[src/rtl/fp32_pkg.sv]
// Shared constants, FSM state encoding and operand classification for the
// float32 2*pi range reducer and related fixed-to-float stages.
package fp32_pkg;

    // 2*pi in unsigned Q3.29, the modulus of the reduction.
    localparam logic [31:0] TWO_PI_Q  = 32'hC90FDAA2;
    // Fraction bits of the residue format. The datapath shifts assume 29.
    localparam int          FRAC_BITS = 29;
    localparam logic [31:0] QNAN_F32  = 32'h7FC00000;
    localparam logic [7:0]  EXP_BIAS  = 8'd127;

    typedef enum logic [1:0] {
        IDLE   = 2'd0,
        REDUCE = 2'd1,
        NORM   = 2'd2,
        DONE   = 2'd3
    } state_t;

    // SPECIAL: Inf/NaN. SMALL: |x| < 1, passed through unchanged.
    // ONE: |x| in [1,2), already below 2*pi. LARGE: needs doubling steps.
    typedef enum logic [1:0] {
        CLS_SPECIAL = 2'd0,
        CLS_SMALL   = 2'd1,
        CLS_ONE     = 2'd2,
        CLS_LARGE   = 2'd3
    } opclass_t;

    function automatic opclass_t classify(input logic [7:0] e);
        opclass_t c;
        if (e == 8'hFF) begin
            c = CLS_SPECIAL;
        end else if (e < EXP_BIAS) begin
            c = CLS_SMALL;
        end else if (e == EXP_BIAS) begin
            c = CLS_ONE;
        end else begin
            c = CLS_LARGE;
        end
        return c;
    endfunction

endpackage

[src/rtl/fp32_norm_q329.sv]
// Combinational Q3.29 -> float32 conversion (sign always 0).
// Leading-one detect, left-justify, truncate the mantissa to 23 bits.
module fp32_norm_q329
    import fp32_pkg::*;
(
    input  logic [31:0] q_in,
    output logic [31:0] f_out
);

    logic [4:0]  lead_s;
    logic [23:0] top_s;
    logic [7:0]  exp_s;

    // Find the index of the highest set bit; higher indices override lower ones.
    always_comb begin
        lead_s = 5'd0;
        for (int i = 0; i < 32; i++) begin
            lead_s = q_in[i] ? 5'(i) : lead_s;
        end
    end

    // Left-justify so the leading one lands on bit 31; keep the top 24 bits.
    // top_s[23] doubles as the nonzero flag since a zero input stays zero.
    always_comb begin
        top_s = 24'((q_in << (5'd31 - lead_s)) >> 8);
        exp_s = {3'b000, lead_s} + (EXP_BIAS - 8'(FRAC_BITS));
        if (top_s[23]) begin
            f_out = {1'b0, exp_s, top_s[22:0]};
        end else begin
            f_out = 32'h0000_0000;
        end
    end

endmodule

[src/rtl/fp_range_reduce_2pi.sv]
// float32 argument reducer: y = |x| mod 2*pi, one exponent step per cycle.
// The mantissa is loaded as a Q3.29 residue and doubled modulo 2*pi once per
// unit of unbiased exponent, then renormalised back to float32.
module fp_range_reduce_2pi
    import fp32_pkg::*;
(
    input  logic        clk,
    input  logic        rst_n,
    input  logic        in_valid,
    output logic        in_ready,
    input  logic [31:0] x_in,
    output logic        out_valid,
    input  logic        out_ready,
    output logic [31:0] y_out,
    output logic        out_invalid
);

    state_t      state_r, state_nxt_s;
    logic [32:0] r_r;
    logic [7:0]  cnt_r;
    logic        bypass_r;
    logic [31:0] bypass_val_r;
    logic        invalid_r;
    logic        out_valid_r;
    logic [31:0] y_out_r;
    logic        out_invalid_r;

    logic        accept_s;
    opclass_t    cls_s;
    logic [32:0] t_s;
    logic [32:0] step_s;
    logic [31:0] norm_y_s;

    assign accept_s = in_valid && (state_r == IDLE);
    assign cls_s    = classify(x_in[30:23]);

    // Residue is always below 2*pi, so bit 32 of the doubled value is the carry
    // of bit 31 and the shift never loses information.
    assign t_s    = r_r << 1;
    assign step_s = (t_s >= {1'b0, TWO_PI_Q}) ? (t_s - {1'b0, TWO_PI_Q}) : t_s;

    fp32_norm_q329 u_norm (
        .q_in  (r_r[31:0]),
        .f_out (norm_y_s)
    );

    // State register.
    always_ff @(posedge clk or negedge rst_n) begin
        if (!rst_n) begin
            state_r <= IDLE;
        end else begin
            state_r <= state_nxt_s;
        end
    end

    // Next-state logic.
    always_comb begin
        state_nxt_s = state_r;
        case (state_r)
            IDLE: begin
                if (accept_s) begin
                    if (cls_s == CLS_LARGE) begin
                        state_nxt_s = REDUCE;
                    end else begin
                        state_nxt_s = NORM;
                    end
                end else begin
                    state_nxt_s = IDLE;
                end
            end
            REDUCE: begin
                if (cnt_r == 8'd1) begin
                    state_nxt_s = NORM;
                end else begin
                    state_nxt_s = REDUCE;
                end
            end
            NORM: begin
                state_nxt_s = DONE;
            end
            DONE: begin
                if (out_ready) begin
                    state_nxt_s = IDLE;
                end else begin
                    state_nxt_s = DONE;
                end
            end
            default: begin
                state_nxt_s = IDLE;
            end
        endcase
    end

    // Datapath: capture/classify on accept, doubling steps, output load and release.
    always_ff @(posedge clk or negedge rst_n) begin
        if (!rst_n) begin
            r_r           <= 33'd0;
            cnt_r         <= 8'd0;
            bypass_r      <= 1'b0;
            bypass_val_r  <= 32'h0000_0000;
            invalid_r     <= 1'b0;
            out_valid_r   <= 1'b0;
            y_out_r       <= 32'h0000_0000;
            out_invalid_r <= 1'b0;
        end else begin
            case (state_r)
                IDLE: begin
                    if (accept_s) begin
                        case (cls_s)
                            CLS_SPECIAL: begin
                                bypass_r     <= 1'b1;
                                bypass_val_r <= QNAN_F32;
                                invalid_r    <= 1'b1;
                            end
                            CLS_SMALL: begin
                                bypass_r     <= 1'b1;
                                bypass_val_r <= {1'b0, x_in[30:0]};
                                invalid_r    <= 1'b0;
                            end
                            default: begin
                                bypass_r  <= 1'b0;
                                invalid_r <= 1'b0;
                                // {1,M} placed so the hidden one sits at bit 29 (value 1.0).
                                r_r       <= {3'b000, 1'b1, x_in[22:0], 6'b000000};
                                cnt_r     <= x_in[30:23] - EXP_BIAS;
                            end
                        endcase
                    end
                end
                REDUCE: begin
                    r_r   <= step_s;
                    cnt_r <= cnt_r - 8'd1;
                end
                NORM: begin
                    y_out_r       <= bypass_r ? bypass_val_r : norm_y_s;
                    out_invalid_r <= invalid_r;
                    out_valid_r   <= 1'b1;
                end
                DONE: begin
                    if (out_ready) begin
                        out_valid_r   <= 1'b0;
                        out_invalid_r <= 1'b0;
                    end
                end
                default: begin
                    out_valid_r <= 1'b0;
                end
            endcase
        end
    end

    assign in_ready    = (state_r == IDLE);
    assign out_valid   = out_valid_r;
    assign y_out       = y_out_r;
    assign out_invalid = out_invalid_r;

endmodule

[config.mk]
export PLATFORM = sky130hd
export DESIGN_NAME = fp_range_reduce_2pi
export DESIGN_NICKNAME = d
export VERILOG_FILES = /design/src/rtl/fp32_pkg.sv /design/src/rtl/fp32_norm_q329.sv /design/src/rtl/fp_range_reduce_2pi.sv
export SDC_FILE = /design/constraint.sdc
export NUM_CORES = 1
export LEC_CHECK = 0
export CORE_MARGIN = 1
export CORE_UTILIZATION = 53
export CTS_CLUSTER_SIZE = 10
export DETAILED_ROUTE_END_ITERATION = 16
export PLACE_DENSITY = 0.77
export SLEW_MARGIN = 40
export SYNTH_ARGS = -nofsm -noshare
export SYNTH_HDL_FRONTEND = slang
export SYNTH_SLANG_ARGS = --single-unit
[constraint.sdc]
create_clock -name clk -period 3.24 [get_ports clk]
set_input_delay 0.648 -clock clk [delete_from_list [all_inputs] [get_ports clk]]
set_output_delay 0.648 -clock clk [all_outputs]
set_load 0.05 [all_outputs]
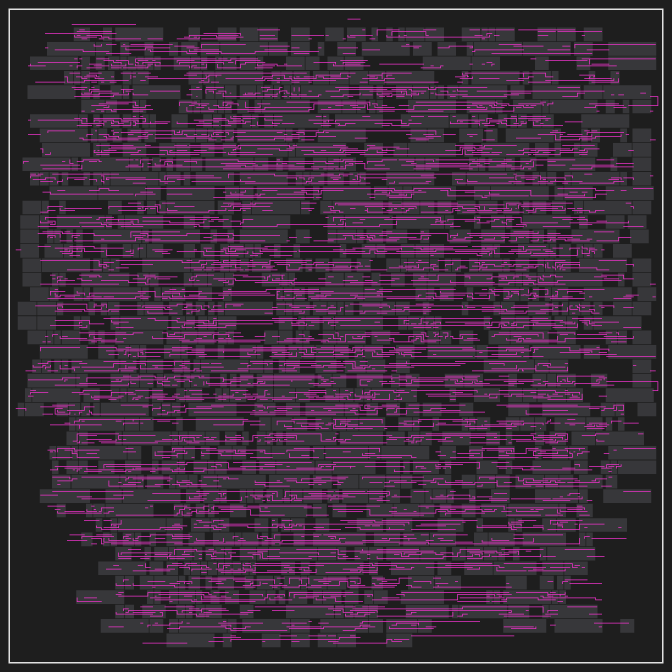
Figure 1: met1 routing.
Cells faint in the background.
The layer holds 42% of the routed length. The longest straight run is 46.9 µm. The layer carries 11100 µm of wire.

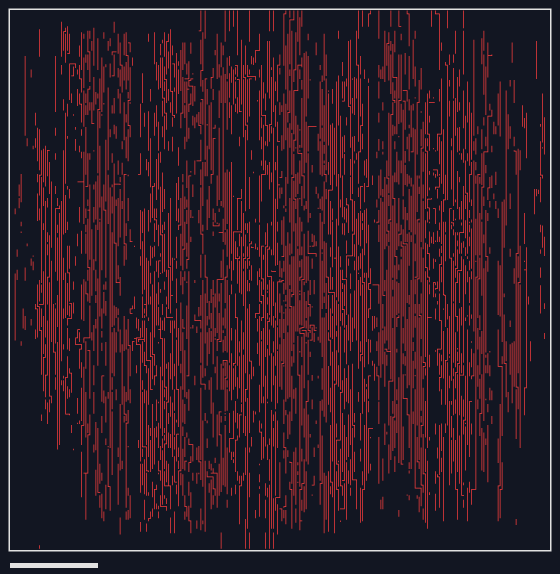
Figure 2: the metal 2 layer.
The bar under the picture is 20 µm long.
The layer holds 45% of the routed length. The longest straight run is 59.2 µm. 925 nets have wire on it.

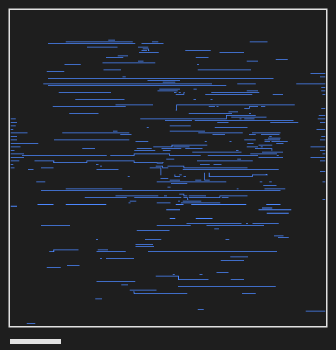
Figure 3: M3 wires.
The bar under the picture is 20 µm long.
The longest straight run is 92.9 µm. The layer carries 2270 µm of wire. The layer holds 8.6% of the routed length. 170 nets have wire on it. The wires run mostly horizontal.

==> timing repair <==
action	CTS	global route
pin swaps	7	10
endpoints found under the setup margin	29	31
setup buffers	6	7
gates cloned	0	1
endpoints found under the hold margin	0	0
gates resized	37	66
==> cell families (layout without fill, tap and decap cells) <==
logic type | Yosys count | in the layout
buf+inv | 105 | 232
simple gates | 351 | 351
xor+xnor | 34 | 34
compound gates | 269 | 269
mux | 62 | 62
fa+ha+maj | 6 | 6
flops | 107 | 107
other cells | 1 | 1
==> state kept, by name, summed over array words and instances, names as in the netlist <==
name / cells
y_out: 31
cnt_r: 8
bypass_val_r: 31
out_valid: 1
bypass_r: 1
invalid_r: 1
state_r: 2
out_invalid: 1
r_r: 31
==> layout make-up <==
class | instances | area share, %
Tap cell | 180 | 2.244
Multi-Input combinational cell | 723 | 49.46
Clock inverter | 7 | 1.047
Clock buffer | 9 | 2.244
Inverter | 23 | 0.8604
Sequential cell | 107 | 26.70
Timing Repair Buffer | 193 | 17.44
==> routing by layer <==
layer  part of all wire, %  track usage [%]
met5                     0                0
met3                   8.5            7.887
met1                    42            49.54
met4                   4.2            15.85
met2                    45            54.60
==> metrics by stage <==
step,utilization [%],setup TNS [ns]
final,71.19,-5.535
after global routing,71.19,-7.958
after CTS,68.54,-4.552
after detailed placement,64.72,-5.137
after global placement,64.72,-3.594
after floorplan,-,-0.7736
==> cells in the mapped netlist, types with 5 or more instances <==
master and count:
a211o_1 7, a211oi_1 5, a21boi_0 5, a21oi_1 63
a221oi_1 6, a221oi_2 5, a22oi_1 7, a31oi_1 16
and2_1 7, and3_1 15, buf_6 11, clkbuf_1 53
clkbuf_8 8, dfrtp_1 107, ha_1 6, inv_1 22
mux2i_1 57, nand2_1 153, nand2b_1 6, nand3_1 41
nor2_1 79, nor3_1 14, nor4_1 10, o211ai_1 9
o21a_1 6, o21ai_0 51, o22a_1 12, o22ai_1 10
o31ai_1 6, or4_1 5, xnor2_1 26, xor2_1 8
==> placed cells by master (no fill, tap or decap), types with 6 or more instances in the layout <==
| cell type | instances |
|---|---|
| nand2_1 | 153 |
| buf_4 | 109 |
| dfrtp_1 | 106 |
| nor2_1 | 78 |
| clkdlybuf4s50_1 | 67 |
| a21oi_1 | 61 |
| o21ai_0 | 46 |
| nand3_1 | 38 |
| mux2i_1 | 26 |
| xnor2_1 | 26 |
| inv_1 | 22 |
| mux2i_2 | 21 |
| a31oi_1 | 16 |
| and3_1 | 15 |
| nor3_1 | 14 |
| o22a_1 | 12 |
| nor4_1 | 10 |
| mux2i_4 | 10 |
| clkbuf_16 | 10 |
| o22ai_1 | 9 |
| o211ai_1 | 9 |
| buf_6 | 9 |
| xor2_1 | 8 |
| and2_1 | 7 |
| o21ai_1 | 7 |
| a211o_1 | 7 |
| o21a_1 | 6 |
| nand2b_1 | 6 |
| ha_1 | 6 |
| buf_12 | 6 |
==> out/results.txt <==
CTS tree = yes
Crit path capture = y_out[21]$_DFFE_PN0P_
YS chip area = 7750 µm²
Placed Area = 9123 µm²
Vias per inst = 6.424
DRC = 0
Mean Syn Cell Area = 8.289 µm²
Layout cells sized above 1 = 21.47%
WL final = 26520 µm
Main synth FF type = dfrtp_1
CP max stage cell = or4_4
Total congestion overflow = 0
Width of the die = 122.9 µm
Post-Layout Cell Count = 1242
Maximum buffer depth of the clock tree = 2
Synth warnings = 0
Final GP Congestion = 1.011
Endpoints failing setup = 29
CTS root buffer = clkbuf_16
DR iter-0 viols = 911
Async set-or-reset flop fraction in the synthesized netlist = 100.0%
Initial antenna violation count = 0
Register Area = 2679 µm²
Post-synthesis cell count = 935
Crit path max fanout = 7
Inserted Diodes = 0
Top cells by area = dfrtp_1 (35%), nand2_1 (7.4%), mux2i_1 (7.4%)
Max_slew headroom = 37.57%
Final worst slack = -0.3103 ns
Worst-margin pin slew = 0.9330 ns
ANT nets after route = 0
Crit Path Category = reg -> reg
Synth Net Count = 977
Post-synth seq share = 34.55%
CTS buffer count = 9
# hold bufs at CTS = 0
Ao+oa area frac = 24.07%
R2R cell count = 11
Logic area = 4964 µm²
Worst Path Arrival = 3.80 ns
Yosys stat cell total = 935
Final Max-Slew Violation Tally = 0
Via count = 7978
RSZ-0062 raised after global routing = true
Simple Share, Synth = 20.44%
First-pass GRT wire length = 40820 µm
Pre-CTS setup slack = -0.4029 ns
Status = finished, violations left
Max-cap viol count = 0
Failing checks = negative setup slack
Crit-path cells = or4_4 -> or4_4 -> or3b_4 -> o211ai_4 -> clkbuf_16 -> mux2i_2 -> buf_4 -> o211a_1 -> nor3_1 -> or4_1 -> o21a_1
Synth Area in XOR/XNOR = 3.842%
Hold Crit Class = in -> async
DIE AREA = 15110 µm²
